### src/rtl/fetch_stage.sv
// RV32 instruction fetch stage: owns the PC, issues word requests to instruction
// memory, buffers in-order responses and feeds decode through the F/D register.
module fetch_stage #(
   parameter logic [31:0] RESET_PC = 32'h0000_0000
) (
   input  logic        clk,
   input  logic        rst,
   input  logic [1:0]  pc_sel_e,
   input  logic [31:0] alsu_res_e,
   input  logic        flush,
   input  logic        stall_d,
   output logic        imem_req_valid,
   input  logic        imem_req_ready,
   output logic [31:0] imem_addr,
   input  logic        imem_rsp_valid,
   input  logic [31:0] imem_rsp_data,
   output logic [31:0] instr_d,
   output logic [31:0] pc_d,
   output logic [31:0] pc4_d,
   output logic        valid_d
);

   localparam logic [31:0] NOP = 32'h0000_0013;

   logic [31:0] pc_f;
   logic [31:0] infl_pc [2];
   logic [1:0]  infl_cnt;
   logic [1:0]  disc_cnt;
   logic [63:0] fifo_q [2];
   logic [1:0]  fifo_cnt;

   logic        fifo_pop;
   logic        req_fire;
   logic        rsp_keep;
   logic [2:0]  credits_used;
   logic [31:0] redirect_pc;
   logic [31:0] target_pc;
   logic [63:0] rsp_entry;

   // A pop this cycle frees a slot, so a full pipe can still issue every cycle.
   always_comb begin
      fifo_pop     = !flush && !stall_d && (fifo_cnt != 2'd0);
      credits_used = {1'b0, infl_cnt} + {1'b0, fifo_cnt} - {2'b00, fifo_pop};
      imem_req_valid = !rst && !flush && (credits_used < 3'd2);
      req_fire     = imem_req_valid && imem_req_ready;
      rsp_keep     = imem_rsp_valid && !flush && (disc_cnt == 2'd0);
      redirect_pc  = (pc_sel_e == 2'b10) ? {alsu_res_e[31:1], 1'b0} : alsu_res_e;
      target_pc    = redirect_pc & 32'hFFFF_FFFC;
      rsp_entry    = {infl_pc[0], imem_rsp_data};
      imem_addr    = pc_f;
   end

   always_ff @(posedge clk or posedge rst) begin
      if (rst) begin
         pc_f <= RESET_PC;
      end else if (flush) begin
         pc_f <= target_pc;
      end else if (req_fire) begin
         pc_f <= pc_f + 32'd4;
      end
   end

   // In-flight PCs are kept across a flush so the response pops stay aligned.
   always_ff @(posedge clk or posedge rst) begin
      if (rst) begin
         infl_cnt   <= 2'd0;
         infl_pc[0] <= 32'h0;
         infl_pc[1] <= 32'h0;
      end else begin
         case ({req_fire, imem_rsp_valid})
            2'b10: begin
               infl_pc[infl_cnt[0]] <= pc_f;
               infl_cnt <= infl_cnt + 2'd1;
            end
            2'b01: begin
               infl_pc[0] <= infl_pc[1];
               infl_cnt <= infl_cnt - 2'd1;
            end
            2'b11: begin
               infl_pc[0] <= (infl_cnt == 2'd1) ? pc_f : infl_pc[1];
               infl_pc[1] <= pc_f;
            end
            default: ;
         endcase
      end
   end

   always_ff @(posedge clk or posedge rst) begin
      if (rst) begin
         disc_cnt <= 2'd0;
      end else if (flush) begin
         disc_cnt <= infl_cnt - {1'b0, imem_rsp_valid};
      end else if (imem_rsp_valid && (disc_cnt != 2'd0)) begin
         disc_cnt <= disc_cnt - 2'd1;
      end
   end

   always_ff @(posedge clk or posedge rst) begin
      if (rst) begin
         fifo_cnt   <= 2'd0;
         fifo_q[0]  <= 64'h0;
         fifo_q[1]  <= 64'h0;
      end else if (flush) begin
         fifo_cnt <= 2'd0;
      end else begin
         case ({rsp_keep, fifo_pop})
            2'b10: begin
               fifo_q[fifo_cnt[0]] <= rsp_entry;
               fifo_cnt <= fifo_cnt + 2'd1;
            end
            2'b01: begin
               fifo_q[0] <= fifo_q[1];
               fifo_cnt <= fifo_cnt - 2'd1;
            end
            2'b11: begin
               fifo_q[0] <= (fifo_cnt == 2'd1) ? rsp_entry : fifo_q[1];
               fifo_q[1] <= rsp_entry;
            end
            default: ;
         endcase
      end
   end

   always_ff @(posedge clk or posedge rst) begin
      if (rst) begin
         valid_d <= 1'b0;
         instr_d <= NOP;
         pc_d    <= 32'h0;
         pc4_d   <= 32'h0;
      end else if (flush) begin
         valid_d <= 1'b0;
         instr_d <= NOP;
      end else if (!stall_d) begin
         if (fifo_pop) begin
            valid_d <= 1'b1;
            instr_d <= fifo_q[0][31:0];
            pc_d    <= fifo_q[0][63:32];
            pc4_d   <= fifo_q[0][63:32] + 32'd4;
         end else begin
            valid_d <= 1'b0;
         end
      end
   end

endmodule
### config.mk
export PLATFORM = sky130hd
export DESIGN_NAME = fetch_stage
export DESIGN_NICKNAME = d
export VERILOG_FILES = /design/src/rtl/fetch_stage.sv
export SDC_FILE = /design/constraint.sdc
export NUM_CORES = 1
export LEC_CHECK = 0
export CORE_ASPECT_RATIO = 1.5
export CORE_UTILIZATION = 49
export DETAILED_ROUTE_END_ITERATION = 8
export GPL_ROUTABILITY_DRIVEN = 0
export PLACE_DENSITY = 0.76
export SLEW_MARGIN = 20
export SYNTH_ARGS = -nofsm -noshare
export SYNTH_HDL_FRONTEND = slang
export SYNTH_SLANG_ARGS = --single-unit
### constraint.sdc
create_clock -name clk -period 9.4 [get_ports clk]
set_input_delay 1.41 -clock clk [delete_from_list [all_inputs] [get_ports clk]]
set_output_delay 1.41 -clock clk [all_outputs]
set_load 0.005 [all_outputs]
Fig. 1: run 1, cell placement
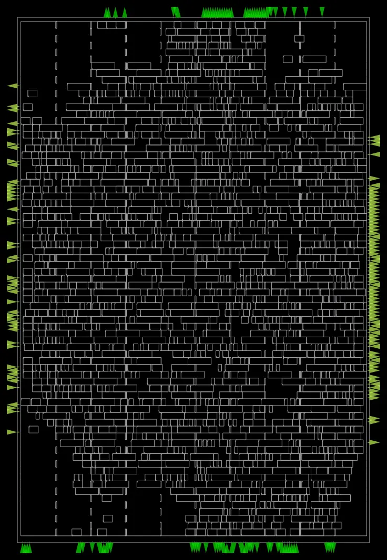
row cnt: 75
fraction of the core area covered by cells at the end of the flow: 0.6131
core box area: 0.02796 mm2

Fig. 2: run 1, gate-type map
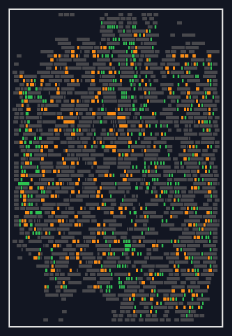
nand cells -> green  # cells 347, where spread over the die
aoi and oai cells -> orange  # cells 311, where spread over the die

Fig. 3: run 1, clock distribution
Scale bar: 50 um.
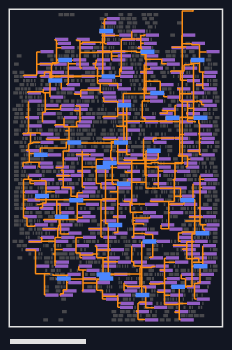
clock-net drivers -> blue  # count 30
flip-flops -> purple  # count 317
clock wires -> orange  # length 3630 um
routed clock nets = 31
flops lie = spread over the die

Fig. 4: run 1, the metal 2 layer
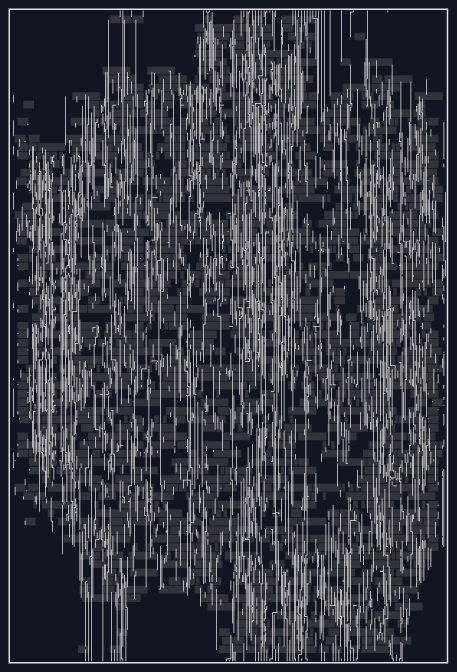
wire length on this layer = 16500 um
longest straight run = 86.5 um

## run 1: critical path, delay by kind of cell
| kind | cells | cell delay [ps] |
|---|---|---|
| XOR/XNOR | 2 | 370 |
| AND/OR/NAND/NOR | 3 | 610 |
| buffers and inverters | 3 | 1800 |
| adder cells (fa/ha/maj) | 1 | 380 |
## run 1: metal layers
layer / wire length [um] / part of all wire / track usage / up-vias
li1: - / - / - / 5007
met1: 14070 / 0.43 / 0.2988 / 5047
met2: 16530 / 0.50 / 0.3999 / 261
met3: 1331 / 0.041 / 0.02739 / 60
met4: 899 / 0.027 / 0.07995 / 0
met5: 0 / 0 / 0 / -
## run 1: state kept, by name (all words and copies together) (netlist names), 2 cells and up
register   count
disc_cnt       2
infl_cnt       2
instr_d       32
imem_addr     30
pc_d          31
pc4_d         30
fifo_q       126
fifo_cnt       2
infl_pc       61
## run 1: area by class of cell
type | count | share of cell area
Timing Repair Buffer | 213 | 0.1245
Multi-Input combinational cell | 918 | 0.3251
Tap cell | 346 | 0.02525
Inverter | 16 | 0.003722
Clock buffer | 42 | 0.04875
Clock inverter | 14 | 0.009707
Sequential cell | 317 | 0.4629
## run 1: logic make-up (layout without fill, tap and decap cells)
group / count (synthesis) / in the layout / share of synthesized area
mux: 94 / 94 / 0.07580
flops: 317 / 317 / 0.5704
other cells: 1 / 2 / 0.0002695
compound gates: 321 / 321 / 0.1432
simple gates: 449 / 449 / 0.1399
xor+xnor: 38 / 38 / 0.02392
fa+ha+maj: 14 / 14 / 0.01313
buf+inv: 110 / 285 / 0.03345
## run 1: report_power, final
group | total, mW | internal, mW | leakage (nW) | switching, mW
clock | 1.22 | 0.705 | 0.493 | 0.518
combinational | 1.53 | 0.768 | 2.99 | 0.759
sequential | 2.27 | 1.87 | 4.05 | 0.396
==> tab_implementation.tex, run 1 <==
% Generated from flow reports
\begin{tabular}{lr}
\hline
Metric & Value \\
\hline
\multicolumn{2}{l}{\textbf{Outcome}} \\
Outcome & completed \\
\multicolumn{2}{l}{\textbf{Logic synthesis}} \\
Share of the synthesized area in the top cell type & 0.5647 \\
Chip area in the Yosys report & 0.01391 mm2 \\
Number of warning messages in the yosys log & 0 \\
Number of synthesized register bits & 317 \\
Biggest area cells & sky130\_fd\_sc\_hd\_\_dfrtp\_1 56\%, sky130\_fd\_sc\_hd\_\_nand2\_1 7.8\%, sky130\_fd\_sc\_hd\_\_mux2\_2 7.4\% \\
Library cell occupying the most area in the post-synthesis netlist & sky130\_fd\_sc\_hd\_\_dfrtp\_1 \\
Share of flip-flops with an asynchronous set or reset after synthesis & 1.000 \\
Post-Syn Area & 0.01391 mm2 \\
Leading post-synthesis cells by instance count & 314 x sky130\_fd\_sc\_hd\_\_dfrtp\_1, 289 x sky130\_fd\_sc\_hd\_\_nand2\_1, 110 x sky130\_fd\_sc\_hd\_\_o21ai\_0 \\
Number of cell instances after yosys synthesis & 1344 \\
\multicolumn{2}{l}{\textbf{Detailed routing}} \\
Wirelength, routed & 32830 um \\
Routed vias & 10380 \\
DRC & 0 \\
Via density per instance & 5.560 \\
Post-detailed-route wirelength per cell & 17.59 um \\
\multicolumn{2}{l}{\textbf{CTS}} \\
Clock tree from TritonCTS & built \\
Latency at later pin & 560 ps \\
Post-CTS repair timing setup buffer count & 0 \\
Cts repair resizes & 0 \\
\multicolumn{2}{l}{\textbf{Global routing}} \\
Global-route usage over all layers & 0.2307 \\
Congestion Overflow GR & 0 \\
Maximum number of pins on one net before global-route repair & 199 \\
Wire length of the first global-routing pass & 54700 um \\
Vias in the first global route & 10540 \\
\multicolumn{2}{l}{\textbf{Critical path}} \\
Start of the worst register-to-register path & fifo\_cnt[0] \\
Ordered list of cells on the worst path & clkdlybuf4s50\_1 > nor3\_2 > buf\_4 > xnor2\_1 > nand2b\_1 > fa\_1 > xor2\_1 > and3\_1 > clkdlybuf4s50\_1 \\
Worst path arrival time & 4620 ps \\
Largest fanout on the critical path & 96 \\
Largest stage delay, worst path & 790 ps \\
End point of the critical path & imem\_req\_valid \\
Critical path launch point type & primary input \\
Reg-to-reg critical path endpoint & infl\_pc[53] \\
Cell repeated most along the worst path & sky130\_fd\_sc\_hd\_\_clkdlybuf4s50\_1 \\
Reg2reg setup slack & 4120 ps \\
CP Class & in -> out \\
Critical Path Start & stall\_d \\
\multicolumn{2}{l}{\textbf{Final timing}} \\
Period minus WS final & 6029 ps \\
Relative slew slack & 0.3107 \\
Achievable frequency & 165.9 MHz \\
Final count of hold timing violations & 0 \\
Least-Margin Pin Slew & 1034 ps \\
Endpoints failing setup & 0 \\
Final worst-path setup slack & 3371 ps \\
\multicolumn{2}{l}{\textbf{Cells and area}} \\
Dominant logic cell types in the final layout & 314 x sky130\_fd\_sc\_hd\_\_dfrtp\_1, 289 x sky130\_fd\_sc\_hd\_\_nand2\_1, 194 x sky130\_fd\_sc\_hd\_\_clkdlybuf4s50\_1 \\
Count of placed standard cells in the final layout, fillers left out & 1866 \\
Number of nets in the layout & 1582 \\
Logic cell area & 0.005574 mm2 \\
FF+latch area & 0.007936 mm2 \\
\multicolumn{2}{l}{\textbf{Floorplan}} \\
Die X-Extent & 139.6 um \\
Total die size & 0.02909 mm2 \\
\multicolumn{2}{l}{\textbf{Min path}} \\
Worst Hold Class & reg -> reg \\
\multicolumn{2}{l}{\textbf{Placed design}} \\
Cell area after placement & 0.01611 mm2 \\
IO Port Bufs & 195 \\
Worst Setup Slack post-DPL & 3125 ps \\
Final HPWL DP & 21280 um \\
\hline
\end{tabular}
Fig. 5: run 1, placed cells, one colour a class
Scale bar: 50 um.
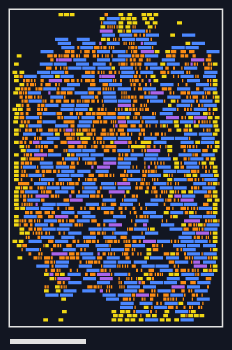

## Run 2: what changed since run 1
==> constraint.sdc (replaced) <==
create_clock -name clk -period 4.98 [get_ports clk]
set_input_delay 0.747 -clock clk [delete_from_list [all_inputs] [get_ports clk]]
set_output_delay 0.747 -clock clk [all_outputs]
set_load 0.005 [all_outputs]
Fig. 6: run 2, placed cells, one colour a class
Scale bar: 50 um.
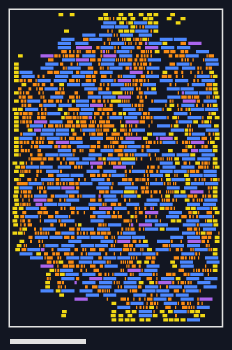
clock drivers and dummy loads -> purple  # cells 49, share of their area 5.6%
remaining logic cells -> orange  # cells 934, share of their area 34%
remaining buffers and delay cells -> yellow  # cells 215, share of their area 13%
registers -> blue  # cells 317, share of their area 48%

==> run 2 against run 1 <==
Against the previous run: die size is the same; register-to-register slack got worse by 3100 ps; hold slack improved by 4.5 ps; worst setup slack got worse by 2400 ps; clock skew fell by 8.8 ps; critical path depth did not move; via count grew 0.24%; combinational power is 89% higher; first-iteration DRC count up 4.8%; global-route usage shrank 0.41 points; critical endpoint unchanged; largest cell class unchanged; largest power group unchanged.
==> tab_implementation.tex, run 2 <==
% Generated from flow reports
\begin{tabular}{lr}
\hline
Metric & Value \\
\hline
\multicolumn{2}{l}{\textbf{Outcome}} \\
Outcome & completed \\
\multicolumn{2}{l}{\textbf{Cells and area}} \\
Logic cell area & 0.005574 mm2 (unchanged) \\
Largest regs & fifo\_q: 126 flops, infl\_pc: 61 flops, instr\_d: 32 flops \\
Max FFs per register & 126 (unchanged) \\
Fraction of the core area covered by cells at the end of the flow & 0.6116 (-0.001477) \\
Largest Register & fifo\_q \\
Dominant logic cell types in the final layout & 314 x sky130\_fd\_sc\_hd\_\_dfrtp\_1, 289 x sky130\_fd\_sc\_hd\_\_nand2\_1, 194 x sky130\_fd\_sc\_hd\_\_clkdlybuf4s50\_1 \\
Count of placed standard cells in the final layout, fillers left out & 1861 (-0.27\%) \\
Number of nets in the layout & 1584 (+0.13\%) \\
FF+latch area & 0.007936 mm2 (unchanged) \\
Area added between synthesis and finish & 22.91\% \\
\multicolumn{2}{l}{\textbf{Min path}} \\
Worst Hold Class & reg -> reg \\
\multicolumn{2}{l}{\textbf{CTS}} \\
Clock Root Buffer & sky130\_fd\_sc\_hd\_\_clkbuf\_16 \\
Latency at later pin & 550 ps (about the same) \\
Cts repair resizes & 0 (unchanged) \\
Clock tree from TritonCTS & built \\
Post-CTS repair timing setup buffer count & 0 (unchanged) \\
\multicolumn{2}{l}{\textbf{Critical path}} \\
CP Class & reg -> out \\
Cell type group with the largest total delay on the critical path & buffers and inverters \\
Largest stage delay, worst path & 530 ps (-260 ps) \\
Largest fanout on the critical path & 6 (-94\%) \\
Worst path arrival time & 3280 ps (-1340 ps) \\
Ordered list of cells on the worst path & inv\_1 > ha\_1 > nor3\_2 > xnor2\_1 > nand2b\_1 > fa\_1 > xor2\_1 > and3\_1 > clkdlybuf4s50\_1 \\
CP Buf/Inv Count & 2 (-1) \\
Critical path launch point type & flip-flop \\
\multicolumn{2}{l}{\textbf{Floorplan}} \\
Core box area & 0.02796 mm2 (unchanged) \\
Total die size & 0.02909 mm2 (unchanged) \\
Die X-Extent & 139.6 um (unchanged) \\
Row cnt & 75 (unchanged) \\
Die y size & 208.4 um \\
\multicolumn{2}{l}{\textbf{Final timing}} \\
Endpoints failing setup & 0 (unchanged) \\
Period minus WS final & 4026 ps \\
Relative slew slack & 0.3194 (+0.008737) \\
Final count of hold timing violations & 0 (unchanged) \\
Final worst-path setup slack & 954.1 ps (-2417 ps) \\
Achievable frequency & 248.4 MHz \\
Least-Margin Pin Slew & 1021 ps (-13.10 ps) \\
\multicolumn{2}{l}{\textbf{Placed design}} \\
IO Port Bufs & 195 (unchanged) \\
Worst Setup Slack post-DPL & 684.3 ps (-2441 ps) \\
Final HPWL DP & 21430 um (+0.70\%) \\
Cell area after placement & 0.01613 mm2 (+0.12\%) \\
\multicolumn{2}{l}{\textbf{Global routing}} \\
Congestion Overflow GR & 0 (unchanged) \\
Vias in the first global route & 10450 (-0.84\%) \\
Wire length of the first global-routing pass & 53460 um (-2.3\%) \\
Global-route usage over all layers & 0.2266 (-0.004071) \\
\multicolumn{2}{l}{\textbf{Logic synthesis}} \\
Share of the synthesized area in the top cell type & 0.5647 (unchanged) \\
Number of cell instances after yosys synthesis & 1344 (unchanged) \\
Leading post-synthesis cells by instance count & 314 x sky130\_fd\_sc\_hd\_\_dfrtp\_1, 289 x sky130\_fd\_sc\_hd\_\_nand2\_1, 110 x sky130\_fd\_sc\_hd\_\_o21ai\_0 \\
Biggest area cells & sky130\_fd\_sc\_hd\_\_dfrtp\_1 56\%, sky130\_fd\_sc\_hd\_\_nand2\_1 7.8\%, sky130\_fd\_sc\_hd\_\_mux2\_2 7.4\% \\
Number of synthesized register bits & 317 (unchanged) \\
Chip area in the Yosys report & 0.01391 mm2 (unchanged) \\
Post-Syn Area & 0.01391 mm2 (unchanged) \\
Number of warning messages in the yosys log & 0 (unchanged) \\
Library cell occupying the most area in the post-synthesis netlist & sky130\_fd\_sc\_hd\_\_dfrtp\_1 \\
Distinct cell type count after synthesis & 60 \\
\multicolumn{2}{l}{\textbf{Detailed routing}} \\
First-pass iteration count of the detailed router & 5 \\
Post-detailed-route wirelength per cell & 17.37 um (-1.2\%) \\
Via density per instance & 5.588 (+0.51\%) \\
DRC & 0 (unchanged) \\
Wirelength, routed & 32330 um (-1.5\%) \\
Routed vias & 10400 (+0.24\%) \\
\hline
\end{tabular}
Fig. 7: run 2, the metal 2 layer
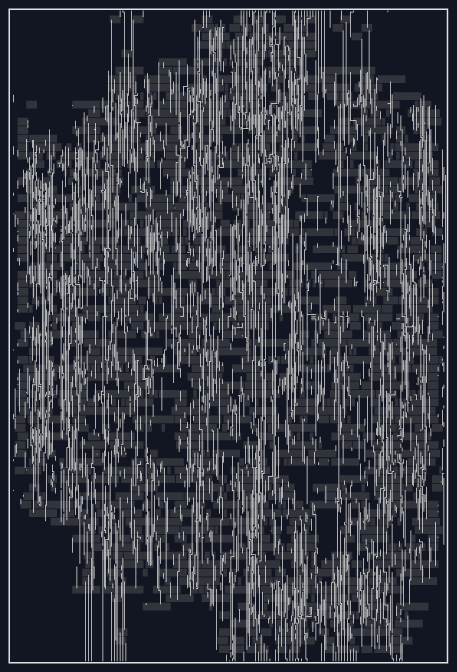
longest straight run = 71.9 um
wire length on this layer = 16700 um
share of all routed wire = 52%

## run 2: cell counts after synthesis
No cell type changed its count.
## run 2: logic make-up after synthesis
kind of cell             synth area share
multiplexers                      0.07580
adder cells (fa/ha/maj)           0.01313
XOR/XNOR                          0.02392
AND/OR/NAND/NOR                    0.1399
buffers and inverters             0.03345
flip-flops                         0.5704
other                           0.0002695
AND-OR/OR-AND                      0.1432
## run 2: area by class of cell
class	instances	area share
Inverter	16	0.003731
Multi-Input combinational cell	918	0.3259
Clock inverter	10	0.006145
Timing Repair Buffer	215	0.1260
Tap cell	346	0.02531
Sequential cell	317	0.4640
Clock buffer	39	0.04887
## run 2: report_power, final
group | leakage [nW] | internal [mW] | switching [mW]
clock | 0.462 | 1.27 | 0.938
combinational | 3.00 | 1.47 | 1.42
sequential | 4.05 | 3.54 | 0.745
total | 7.51 | 6.28 | 3.11
## run 2: path summary, 6_finish.rpt
kind / cells after the start / startpoint / slack, ps / end
max: 9 / fifo_cnt[0] / 950 / imem_req_valid
min: 2 / pc_d[12] / 470 / pc_d[12]
max reg2reg: 13 / fifo_cnt[0] / 1040 / infl_pc[39]
min reg2reg: 2 / pc_d[12] / 470 / pc_d[12]
max in group asynchronous: 3 / rst / 3320 / instr_d[19]
min in group asynchronous: 3 / rst / 870 / pc_d[19]
## run 2: layer usage
layer,vias to the layer above,track usage,share of wire
met4,0,0.07351,0.023
met3,54,0.02831,0.046
li1,4986,-,-
met5,-,0,0
met1,5086,0.2863,0.41
met2,274,0.4020,0.52
## run 2: per-stage QoR
stage / total power [mW] / hold WS, ps
4_1_cts: 9.455 / 457.2
6_report: 9.387 / 474.0
5_1_grt: 10.01 / 466.5
2_1_floorplan: 5.957 / 438.6
3_5_place_dp: 7.216 / 462.9
3_3_place_gp: 7.064 / 449.7
Power and IR drop assume default switching activity.
